==> src/rtl/atm_pkg.sv <==
// atm_pkg: shared state encoding and menu-option codes for the ATM controller.
package atm_pkg;
  typedef enum logic [2:0] {
    IDLE      = 3'd0,
    CHECK_PIN = 3'd1,
    MAIN_MENU = 3'd2,
    SHOW_BAL  = 3'd3,
    WITHDRAW  = 3'd4,
    DEPOSIT   = 3'd5,
    EJECT     = 3'd6,
    LOCKED    = 3'd7
  } state_t;
  localparam logic [1:0] MENU_NONE = 2'b00;
  localparam logic [1:0] MENU_BAL  = 2'b01;
  localparam logic [1:0] MENU_WD   = 2'b10;
  localparam logic [1:0] MENU_DEP  = 2'b11;
endpackage

==> src/rtl/atm_multi_ctrl_if.sv <==
// atm_multi_ctrl_if: session controls and status bundle between the ATM front end and controller.
interface atm_multi_ctrl_if #(
  parameter int BAL_W  = 16,
  parameter int ACCT_N = 4
);
  logic                      card_inserted;
  logic                      pin_entered;
  logic                      pin_correct;
  logic                      eject_req;
  logic                      lock_clear;
  logic [$clog2(ACCT_N)-1:0] acct_sel;
  logic [1:0]                menu_option;
  logic [BAL_W-1:0]          amount;
  logic [BAL_W-1:0]          balance;
  logic [2:0]                state;
  logic                      card_eject;
  logic                      card_retained;
  logic                      txn_ok;
  logic                      txn_err;
  modport master (
    output card_inserted, pin_entered, pin_correct, eject_req, lock_clear,
           acct_sel, menu_option, amount,
    input  balance, state, card_eject, card_retained, txn_ok, txn_err
  );
  modport slave (
    input  card_inserted, pin_entered, pin_correct, eject_req, lock_clear,
           acct_sel, menu_option, amount,
    output balance, state, card_eject, card_retained, txn_ok, txn_err
  );
endinterface

==> src/rtl/atm_acct_bank.sv <==
// atm_acct_bank: ACCT_N balance registers, one write port, one combinational read port.
module atm_acct_bank #(
  parameter int BAL_W    = 16,
  parameter int ACCT_N   = 4,
  parameter int INIT_BAL = 10000
) (
  input  logic                      clk,
  input  logic                      reset,
  input  logic                      we,
  input  logic [$clog2(ACCT_N)-1:0] waddr,
  input  logic [BAL_W-1:0]          wdata,
  input  logic [$clog2(ACCT_N)-1:0] raddr,
  output logic [BAL_W-1:0]          rdata
);
  logic [BAL_W-1:0] bal [ACCT_N];
  always_ff @(posedge clk) begin
    if (reset) begin
      for (int i = 0; i < ACCT_N; i++) bal[i] <= BAL_W'(INIT_BAL);
    end else if (we) begin
      bal[waddr] <= wdata;
    end
  end
  assign rdata = bal[raddr];
endmodule

==> src/rtl/atm_multi_ctrl.sv <==
// atm_multi_ctrl: multi-account ATM session controller (PIN check, lockout, balance/withdraw/deposit).
// Define ATM_TIMEOUT_EN to eject the card after TIMEOUT_CYC idle cycles in CHECK_PIN/MAIN_MENU.
module atm_multi_ctrl
  import atm_pkg::*;
#(
  parameter int BAL_W       = 16,
  parameter int ACCT_N      = 4,
  parameter int MAX_TRIES   = 3,
  parameter int INIT_BAL    = 10000,
  parameter int TIMEOUT_CYC = 1000
) (
  input  logic             clk,
  input  logic             reset,
  atm_multi_ctrl_if.slave  bus
);
  localparam int AW = $clog2(ACCT_N);
  localparam int TW = $clog2(MAX_TRIES + 1);
  state_t           state_q, state_d;
  logic [AW-1:0]    acct_q;
  logic [TW-1:0]    tries_q, tries_d;
  logic [BAL_W-1:0] bal, wdata;
  logic [BAL_W:0]   sum;
  logic             wd_ok, dep_ok, we, tmo;
  atm_acct_bank #(.BAL_W(BAL_W), .ACCT_N(ACCT_N), .INIT_BAL(INIT_BAL)) bank (
    .clk(clk), .reset(reset), .we(we), .waddr(acct_q), .wdata(wdata),
    .raddr(acct_q), .rdata(bal)
  );
  // The extra sum bit is the deposit overflow flag.
  assign sum    = {1'b0, bal} + {1'b0, bus.amount};
  assign wd_ok  = bal >= bus.amount;
  assign dep_ok = !sum[BAL_W];
  assign we     = state_q == WITHDRAW ? wd_ok : state_q == DEPOSIT && dep_ok;
  assign wdata  = state_q == WITHDRAW ? bal - bus.amount : sum[BAL_W-1:0];
  assign bus.txn_ok        = we;
  assign bus.txn_err       = (state_q == WITHDRAW && !wd_ok) || (state_q == DEPOSIT && !dep_ok);
  assign bus.balance       = bal;
  assign bus.state         = state_q;
  assign bus.card_eject    = state_q == EJECT;
  assign bus.card_retained = state_q == LOCKED;
`ifdef ATM_TIMEOUT_EN
  localparam int CW = $clog2(TIMEOUT_CYC + 1);
  logic [CW-1:0] tmo_q;
  logic          act, wait_st;
  assign act     = bus.pin_entered || bus.eject_req || bus.menu_option != MENU_NONE;
  assign wait_st = state_q == CHECK_PIN || state_q == MAIN_MENU;
  always_ff @(posedge clk) begin
    if (reset || act || !wait_st) tmo_q <= '0;
    else tmo_q <= tmo_q + 1'b1;
  end
  assign tmo = wait_st && !act && tmo_q == CW'(TIMEOUT_CYC - 1);
`else
  assign tmo = 1'b0;
`endif
  always_ff @(posedge clk) begin
    if (reset) begin
      state_q <= IDLE;
      acct_q  <= '0;
      tries_q <= '0;
    end else begin
      state_q <= state_d;
      tries_q <= tries_d;
      if (state_q == IDLE && bus.card_inserted) acct_q <= bus.acct_sel;
    end
  end
  always_comb begin
    state_d = state_q;
    tries_d = tries_q;
    case (state_q)
      IDLE: if (bus.card_inserted) begin
        state_d = CHECK_PIN;
        tries_d = '0;
      end
      CHECK_PIN: if (tmo) state_d = EJECT;
      else if (bus.pin_entered && bus.pin_correct) state_d = MAIN_MENU;
      else if (bus.pin_entered) begin
        tries_d = tries_q + 1'b1;
        state_d = tries_q == TW'(MAX_TRIES - 1) ? LOCKED : CHECK_PIN;
      end
      MAIN_MENU: state_d = tmo || bus.eject_req          ? EJECT :
                           bus.menu_option == MENU_BAL   ? SHOW_BAL :
                           bus.menu_option == MENU_WD    ? WITHDRAW :
                           bus.menu_option == MENU_DEP   ? DEPOSIT : MAIN_MENU;
      SHOW_BAL, WITHDRAW, DEPOSIT: state_d = MAIN_MENU;
      EJECT:   state_d = IDLE;
      LOCKED:  if (bus.lock_clear) state_d = IDLE;
      default: state_d = IDLE;
    endcase
  end
endmodule

==> src/flat_wrapper.sv <==
// flat-port wrapper written by rule: the top's interface ports become plain ports
module atm_multi_ctrl_flat import atm_pkg::*;
#(
  parameter int BAL_W       = 16,
  parameter int ACCT_N      = 4,
  parameter int MAX_TRIES   = 3,
  parameter int INIT_BAL    = 10000,
  parameter int TIMEOUT_CYC = 1000
)
  (clk, reset, bus_card_inserted, bus_pin_entered, bus_pin_correct, bus_eject_req, bus_lock_clear, bus_acct_sel, bus_menu_option, bus_amount, bus_balance, bus_state, bus_card_eject, bus_card_retained, bus_txn_ok, bus_txn_err);
  atm_multi_ctrl_if #(.BAL_W(BAL_W), .ACCT_N(ACCT_N)) bus_i ();
  input  logic clk;
  input  logic reset;
  input wire logic [$bits(bus_i.card_inserted)-1:0] bus_card_inserted;
  input wire logic [$bits(bus_i.pin_entered)-1:0] bus_pin_entered;
  input wire logic [$bits(bus_i.pin_correct)-1:0] bus_pin_correct;
  input wire logic [$bits(bus_i.eject_req)-1:0] bus_eject_req;
  input wire logic [$bits(bus_i.lock_clear)-1:0] bus_lock_clear;
  input wire logic [$bits(bus_i.acct_sel)-1:0] bus_acct_sel;
  input wire logic [$bits(bus_i.menu_option)-1:0] bus_menu_option;
  input wire logic [$bits(bus_i.amount)-1:0] bus_amount;
  output wire logic [$bits(bus_i.balance)-1:0] bus_balance;
  output wire logic [$bits(bus_i.state)-1:0] bus_state;
  output wire logic [$bits(bus_i.card_eject)-1:0] bus_card_eject;
  output wire logic [$bits(bus_i.card_retained)-1:0] bus_card_retained;
  output wire logic [$bits(bus_i.txn_ok)-1:0] bus_txn_ok;
  output wire logic [$bits(bus_i.txn_err)-1:0] bus_txn_err;
  assign bus_i.card_inserted = bus_card_inserted;
  assign bus_i.pin_entered = bus_pin_entered;
  assign bus_i.pin_correct = bus_pin_correct;
  assign bus_i.eject_req = bus_eject_req;
  assign bus_i.lock_clear = bus_lock_clear;
  assign bus_i.acct_sel = bus_acct_sel;
  assign bus_i.menu_option = bus_menu_option;
  assign bus_i.amount = bus_amount;
  assign bus_balance = bus_i.balance;
  assign bus_state = bus_i.state;
  assign bus_card_eject = bus_i.card_eject;
  assign bus_card_retained = bus_i.card_retained;
  assign bus_txn_ok = bus_i.txn_ok;
  assign bus_txn_err = bus_i.txn_err;
  atm_multi_ctrl #(.BAL_W(BAL_W), .ACCT_N(ACCT_N), .MAX_TRIES(MAX_TRIES), .INIT_BAL(INIT_BAL), .TIMEOUT_CYC(TIMEOUT_CYC)) u_core (.clk(clk), .reset(reset), .bus(bus_i));
endmodule
==> config.mk <==
export PLATFORM = sky130hd
export DESIGN_NAME = atm_multi_ctrl_flat
export DESIGN_NICKNAME = d
export VERILOG_FILES = /design/src/rtl/atm_pkg.sv /design/src/rtl/atm_multi_ctrl_if.sv /design/src/rtl/atm_acct_bank.sv /design/src/rtl/atm_multi_ctrl.sv /design/src/flat_wrapper.sv
export SDC_FILE = /design/constraint.sdc
export NUM_CORES = 1
export LEC_CHECK = 0
export ABC_CLOCK_PERIOD_IN_PS = 4100
export CAP_MARGIN = 15
export CORE_MARGIN = 2
export CORE_UTILIZATION = 32
export CTS_CLUSTER_DIAMETER = 30
export DETAILED_ROUTE_END_ITERATION = 16
export PLACE_DENSITY = 0.6
export SLEW_MARGIN = 20
export SYNTH_ARGS = -nofsm -noshare
export SYNTH_HDL_FRONTEND = slang
export SYNTH_SLANG_ARGS = --single-unit
==> constraint.sdc <==
create_clock -name clk -period 4.1 [get_ports clk]
set_input_delay 0.615 -clock clk [delete_from_list [all_inputs] [get_ports clk]]
set_output_delay 0.615 -clock clk [all_outputs]
set_load 0.005 [all_outputs]
==> flow_metrics.tcl, run 1 <==
# collected from the flow reports
set metrics [dict create \
    status "finished clean" \
    finish.utilization 0.414 \
    largest_reg_flops 64 \
    ys_area_mm2 0.00479 \
    flop_area_mm2 0.00211 \
    comb_share 0.413 \
    setup_tns_ns 0 \
    ys_sh_adder 0.0971 \
    hold_buffers 0 \
    ioPinCount 50 \
    antenna_found_initial 0 \
    worstSetupPathType "register to output pin" \
    wl_met3_um 614 \
    openroad.warnings 43 \
    final_nets 592 \
    layout_top_cell "nor2_1" \
    fin_ws_ns 0.145 \
    grt_most_used_layer "met2" \
    buf_share 0.126 \
    crit_required_ns 3.48 \
    final-instance-count-excl-fill 718 \
    pwr-share-comb 0.225 \
    rsz0062_at_grt "false" \
    hold_class "register to register" \
    pre_cts_slack_ns 0.00342 \
    setup_viol 0 \
    cpLargestDelayFamily "AND-OR/OR-AND gates" \
    slowest_delay_ns 0.55 \
    drc 0 \
    logic_gates 330 \
    dr.pass1.iters 5 \
    synthFlopType "edfxtp_1" \
    syn-cell-area_mm2 0.00479 \
    hold_viol_final 0 \
    synth_nets 524 \
    hold_slack_ns 0.468 \
    met1Wirelength_mm 5.82 \
    track_usage 0.170 \
    totalWireLength_mm 13.3 \
    ys_top_logic_family "simple AND/OR/NAND/NOR gates" \
    final_area_mm2 0.00603 \
    routabilityCongestion 0.878 \
    core_area_mm2 0.0146 \
    grtUsageMet3 0.0283 \
    core.rowCount 44 \
    p_sw_uw 572 \
    synth_area_leader_cell "edfxtp_1" \
    cts_tree "yes" \
    chipArea_mm2 0.0160 \
    min_period_ns 3.95 \
    top_layer "met4" \
    clockBufferDepth 2 \
    drtIter0Drc 310 \
    ys.flops 73 \
    cts_resized 10 \
    portBuffers 49 \
    ys_top_cells_by_area "edfxtp_1 40%, ha_1 8.9%, mux4_2 7.5%" \
    post-route-period-util 0.965 \
    ys_sh_simple 0.164 \
    n_antenna_cell 0 \
    clkPwrFrac 0.385 \
    syn_avg_cell_area_um2 10.4 \
    cp_cell_sequence "buf_12, mux4_2, ha_1, inv_1, a221o_1, o21ai_4, a21oi_4, nor4_4, dlygate4sd2_1" \
    async_flop_share 0 \
    syn_inst 461 \
    clk_pin_slew_ns 0.05 \
    comb_area_mm2 0.00249 \
    drive_gt1_frac 0.161 \
    postSynthSeqShare 0.439 \
    vias 3849 \
    peakVddDrop_v 0.000214 \
    clkCellAreaFrac 0.0520 \
    die_width_um 126 \
    dominant_cells "logic gates" \
    lay_top_cells "65 x nor2_1, 64 x edfxtp_1, 47 x clkdlybuf4s50_1" \
    power_density_mw_per_mm2 356 \
    well_tap_count 184 \
    synth.top_cell.area_share 0.401 \
    slowest_stage "mux4_2" \
    syn_to_final_growth_pct 25.9 \
    route.met2.wl_mm 6.68 \
    die_y_um 126 \
    inverters 35 \
    common_cells "66 x nor2_1, 64 x edfxtp_1, 39 x nand2_1, 34 x ha_1, 34 x inv_1" \
    nFillCells 1385 \
    slew_violations 0 \
    ys_sh_mux 0.0835 \
    dp_cells 701 \
    endpoint_kind "output pin" \
    p_leak_uw 0.00227 \
    synthAoiAreaFrac 0.140 \
    drtAntennaViolNets 0 \
    grt_max_degree 19 \
    arrival_ns 3.34 \
    root_buffer "clkbuf_16" \
    signal_buffers 80 \
    yosysUniqueCellTypes 59 \
    dp_hpwl_mm 10.1 \
    regMostFlops "u_core.bank.bal" \
    drv_cap 0 \
    enable_flop_cells 64 \
    power.total_uw 2150 \
    fmax_mhz 253 \
    post_cts_buffers 1 \
    grt_pass1_wl_mm 21.2 \
    avgViaCountPerCell 5.36 \
    relSlewSlack 0.372 \
    crit_fanout 10 \
    swShare 0.266 \
    worst_skew_pair.late_latency_ns 0.33 \
    worstMarginPinSlew_ns 0.928 \
    worstSetupStartpointType "register" \
    overflow 0 \
    initial_utilization 0.329 \
    synthXorXnorAreaFrac 0.0256 \
    htreeDepth 3 \
    wl_per_cell_um 18.6 \
    sh_seq_area 0.349 \
    cts_buffers 9 \
    grt_util_met1 0.221 \
    postPlaceCellArea_mm2 0.00567 \
    groute.layer.met2.usage 0.286 \
    yosys_cells 461 \
    p_seq_frac 0.390 \
    internal-power_uw 1570 \
    grt_pass1_vias 3916 \
    path_buffers 3 \
    yosys_warnings 0 \
    top_cell "nor2_1" \
]
==> run 1: final timing paths <==
check                                 start                                    to  slack (ns)  cells past startpoint
max                                register                            bus_txn_ok        0.15                      9
min          u_core.tries_q[1]$_SDFFE_PP0P_        u_core.tries_q[1]$_SDFFE_PP0P_        0.47                      2
max reg2reg                        register  u_core.bank.bal[0][15]$_SDFFCE_PN0P_        0.26                     12
min reg2reg  u_core.tries_q[1]$_SDFFE_PP0P_        u_core.tries_q[1]$_SDFFE_PP0P_        0.47                      2
==> run 1: power groups by stage <==
stage | sequential, uW | clock [uW] | combinational, uW
global placement | 852 | 0 | 461
finish | 838 | 826 | 482
global route | 840 | 868 | 521
CTS | 838 | 836 | 477
floorplan | 845 | 0 | 288
detailed placement | 853 | 0 | 464
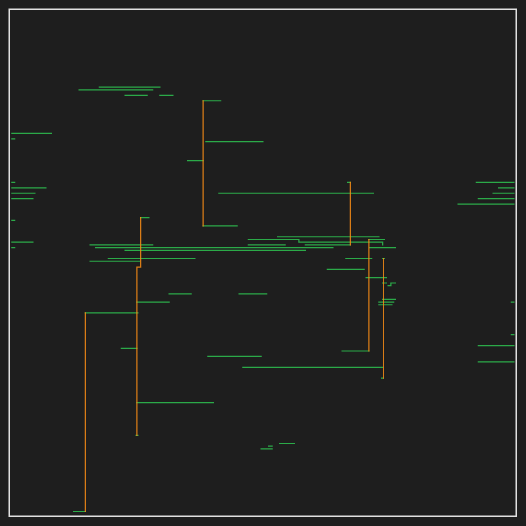
Figure 1: run 1, signal wires by layer.
Drawn at 4 px/um. Only two layers are drawn.
| color | layer | wire length |
|---|---|---|
| orange | metal 4 | 210 um |
| green | metal 3 | 615 um |

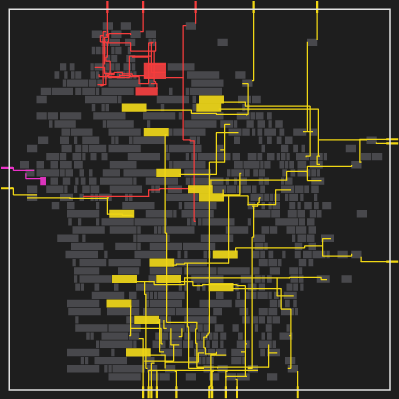
Figure 2: run 1, port wiring.
Drawn at 3 px/um.
| color | port | direction | edge | end cells | buffers | wire |
|---|---|---|---|---|---|---|
| yellow | `bus_balance` | output | 10 bottom, 3 right, 2 top, 1 left | 16 | 20 | 1300 um |
| magenta | `bus_txn_err` | output | left | 1 | 1 | 15.2 um |
| red | `bus_state` | output | top | 3 | 3 | 352 um |

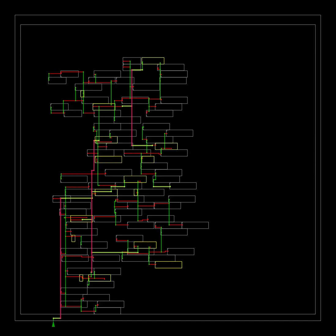
Figure 3: run 1, clock nets.
clk sinks: 73
Layout Skew: 0.00572 ns
flop count: 73
clock buf count: 13

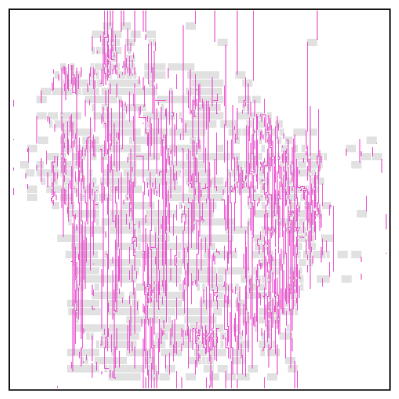
Figure 4: run 1, metal 2.
Drawn at 3 px/um.
main direction: vertical
wire length on this layer: 6680 um

==> run 2: changes to the inputs <==
--- a/config.mk
+++ b/config.mk
@@ -6,7 +6,7 @@
 export NUM_CORES = 1
 export LEC_CHECK = 0
 export ABC_CLOCK_PERIOD_IN_PS = 4100
-export CAP_MARGIN = 15
+export CAP_MARGIN = 5
 export CORE_MARGIN = 2
 export CORE_UTILIZATION = 32
 export CTS_CLUSTER_DIAMETER = 30
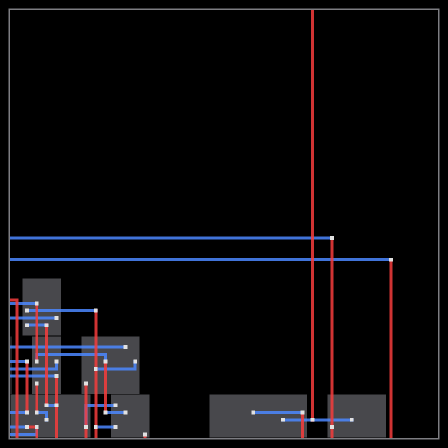
Figure 5: run 2, close-up of the layout.
Region (85, 85) to (105, 105) um. Cells in gray, sequential cells in the stronger gray; small squares are vias.
| color | layer |
|---|---|
| red | metal 2 |
| blue | metal 1 |
sequential cells in the window: 0
most frequent: nor3_1 (2)
cells with their middle in the window: 7

==> run 2 against run 1 <==
Routed wire length unchanged. Non-clock buffer count unchanged. First-iteration DRC count unchanged. Critical path type unchanged. Critical path depth unchanged. Final cell count stayed put. Worst hold slack unchanged. Critical endpoint unchanged. Maximum frequency unchanged. Largest cell class unchanged. Register-to-register slack hardly changed. Clock skew unchanged. Largest power group unchanged. Sequential share of layout area did not move. Combinational power about the same. Die area unchanged.
==> flow_metrics.tcl, run 2 <==
# collected from the flow reports
set metrics [dict create \
    grt_most_used_layer "met2" \
    post_cts_buffers 1 \
    ys_top_logic_family "simple AND/OR/NAND/NOR gates" \
    hold_viol_final 0 \
    setup_viol 0 \
    antenna_found_initial 0 \
    largest_reg_flops 64 \
    core.rowCount 44 \
    slew_violations 0 \
    yosys_warnings 0 \
    min-delay-start "u_core.tries_q[1]$_SDFFE_PP0P_" \
    synth_nets 524 \
    ioPinCount 50 \
    ys_area_mm2 0.00479 \
    ys_sh_adder 0.0971 \
    ys_top_cells_by_area "edfxtp_1 40%, ha_1 8.9%, mux4_2 7.5%" \
    skew_ns 0.00572 \
    yosysUniqueCellTypes 59 \
    top_cell "nor2_1" \
    fin_ws_ns 0.145 \
    dominant_cells "logic gates" \
    nFillCells 1385 \
    ys_sh_simple 0.164 \
    hold_buffers 0 \
    endpoint_kind "output pin" \
    cts_buffers 9 \
    path_buffers 3 \
    fmax_mhz 253 \
    rsz0062_at_grt "false" \
    power_leader "sequential cells" \
    grt_pass1_wl_mm 21.2 \
    slowest_delay_ns 0.55 \
    grt_util_met1 0.221 \
    avgViaCountPerCell 5.36 \
    rrSetupSlack_ns 0.26 \
    dp_hpwl_mm 10.1 \
    synthXorXnorAreaFrac 0.0256 \
    grt_pass1_vias 3916 \
    drtIter0Drc 310 \
    clk-power_uw 826 \
    finish.utilization 0.414 \
    comb_share 0.413 \
    enable_flop_cells 64 \
    setup_tns_ns 0 \
    drc 0 \
    clkCellAreaFrac 0.0520 \
    syn_avg_cell_area_um2 10.4 \
    cpLargestDelayFamily "AND-OR/OR-AND gates" \
    pre_cts_slack_ns 0.00342 \
    min_path_cells 2 \
    openroad.warnings 43 \
    arrival_ns 3.34 \
    lay_top_cells "65 x nor2_1, 64 x edfxtp_1, 47 x clkdlybuf4s50_1" \
    chipArea_mm2 0.0160 \
    grtUsageMet3 0.0283 \
    common_cells "66 x nor2_1, 64 x edfxtp_1, 39 x nand2_1, 34 x ha_1, 34 x inv_1" \
    groute.layer.met2.usage 0.286 \
    num-clock-buffers 13 \
    power_density_mw_per_mm2 356 \
    clk_pin_slew_ns 0.05 \
    p_seq_frac 0.390 \
    layout_top_cell "nor2_1" \
    syn_inst 461 \
    track_usage 0.170 \
    dr.pass1.iters 5 \
    inverters 35 \
    core_area_mm2 0.0146 \
    status "finished clean" \
    crit_required_ns 3.48 \
    logic_gates 330 \
    reg2reg_depth 12 \
    final_nets 592 \
    flop_area_mm2 0.00211 \
    whs_endpoint "u_core.tries_q[1]$_SDFFE_PP0P_" \
    yosys_cells 461 \
    htreeDepth 3 \
    worstMarginPinSlew_ns 0.928 \
    route.met2.wl_mm 6.68 \
    portBuffers 49 \
    comb_area_mm2 0.00249 \
    n_antenna_cell 0 \
    overflow 0 \
    powerSeq_uw 838 \
    worst_skew_pair.late_latency_ns 0.33 \
    min_period_ns 3.95 \
    well_tap_count 184 \
    initial_utilization 0.329 \
    vias 3849 \
    internal-power_uw 1570 \
    routabilityCongestion 0.878 \
    pwr-share-comb 0.225 \
    die_width_um 126 \
    clkSinkCount 73 \
    relSlewSlack 0.372 \
    ys_sh_mux 0.0835 \
    totalWireLength_mm 13.3 \
    top_layer "met4" \
    cp_cell_sequence "buf_12, mux4_2, ha_1, inv_1, a221o_1, o21ai_4, a21oi_4, nor4_4, dlygate4sd2_1" \
    signal_buffers 80 \
    die_y_um 126 \
    peakVddDrop_v 0.000214 \
    synthFlopType "edfxtp_1" \
    p_leak_uw 0.00227 \
    worstSetupStartpointType "register" \
    synth.top_cell.area_share 0.401 \
    cts_resized 10 \
    drive_gt1_frac 0.161 \
    root_buffer "clkbuf_16" \
    cts_tree "yes" \
    path_depth 9 \
    synth_area_leader_cell "edfxtp_1" \
    slowest_stage "mux4_2" \
    drv_cap 0 \
    met1Wirelength_mm 5.82 \
    swShare 0.266 \
    sh_seq_area 0.349 \
    comb-power_uw 482 \
    synthAoiAreaFrac 0.140 \
    p_sw_uw 572 \
    syn-cell-area_mm2 0.00479 \
    postSynthSeqShare 0.439 \
    critPathCapture "bus_txn_ok" \
    clockBufferDepth 2 \
    grt_max_degree 19 \
    clkPwrFrac 0.385 \
    wl_per_cell_um 18.6 \
    ff_count 73 \
    drtAntennaViolNets 0 \
]
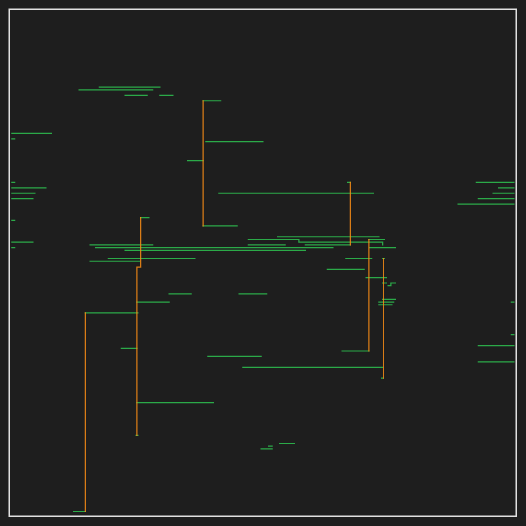
Figure 6: run 2, signal wires by layer.
Drawn at 4 px/um. Only two layers are drawn.
| color | layer | wire length |
|---|---|---|
| orange | metal 4 | 210 um |
| green | metal 3 | 615 um |

-- run 2: per-stage QoR --
| step | std cells | hold slack, ns | total power (uW) | cell area [um2] |
|---|---|---|---|---|
| floorplan | 461 | 0.436 | 1130 | 4800 |
| global placement | 701 | 0.442 | 1310 | 5670 |
| detailed placement | 701 | 0.457 | 1320 | 5670 |
| CTS | 718 | 0.465 | 2150 | 6020 |
| global route | 718 | 0.494 | 2230 | 6030 |
| finish | 718 | 0.468 | 2150 | 6030 |
-- run 2: kinds of logic (layout without fill, tap and decap cells) --
family | after synthesis | after routing
DFF | 73 | 73
AOI/OAI and AO/OA | 100 | 100
buffers and inverters | 58 | 131
muxes | 20 | 20
xor gates and xnor gates | 14 | 14
and+or+nand+nor | 160 | 160
adders and majority gates | 36 | 36
Power figures rest on the tool's default switching activity, not on a simulated workload.
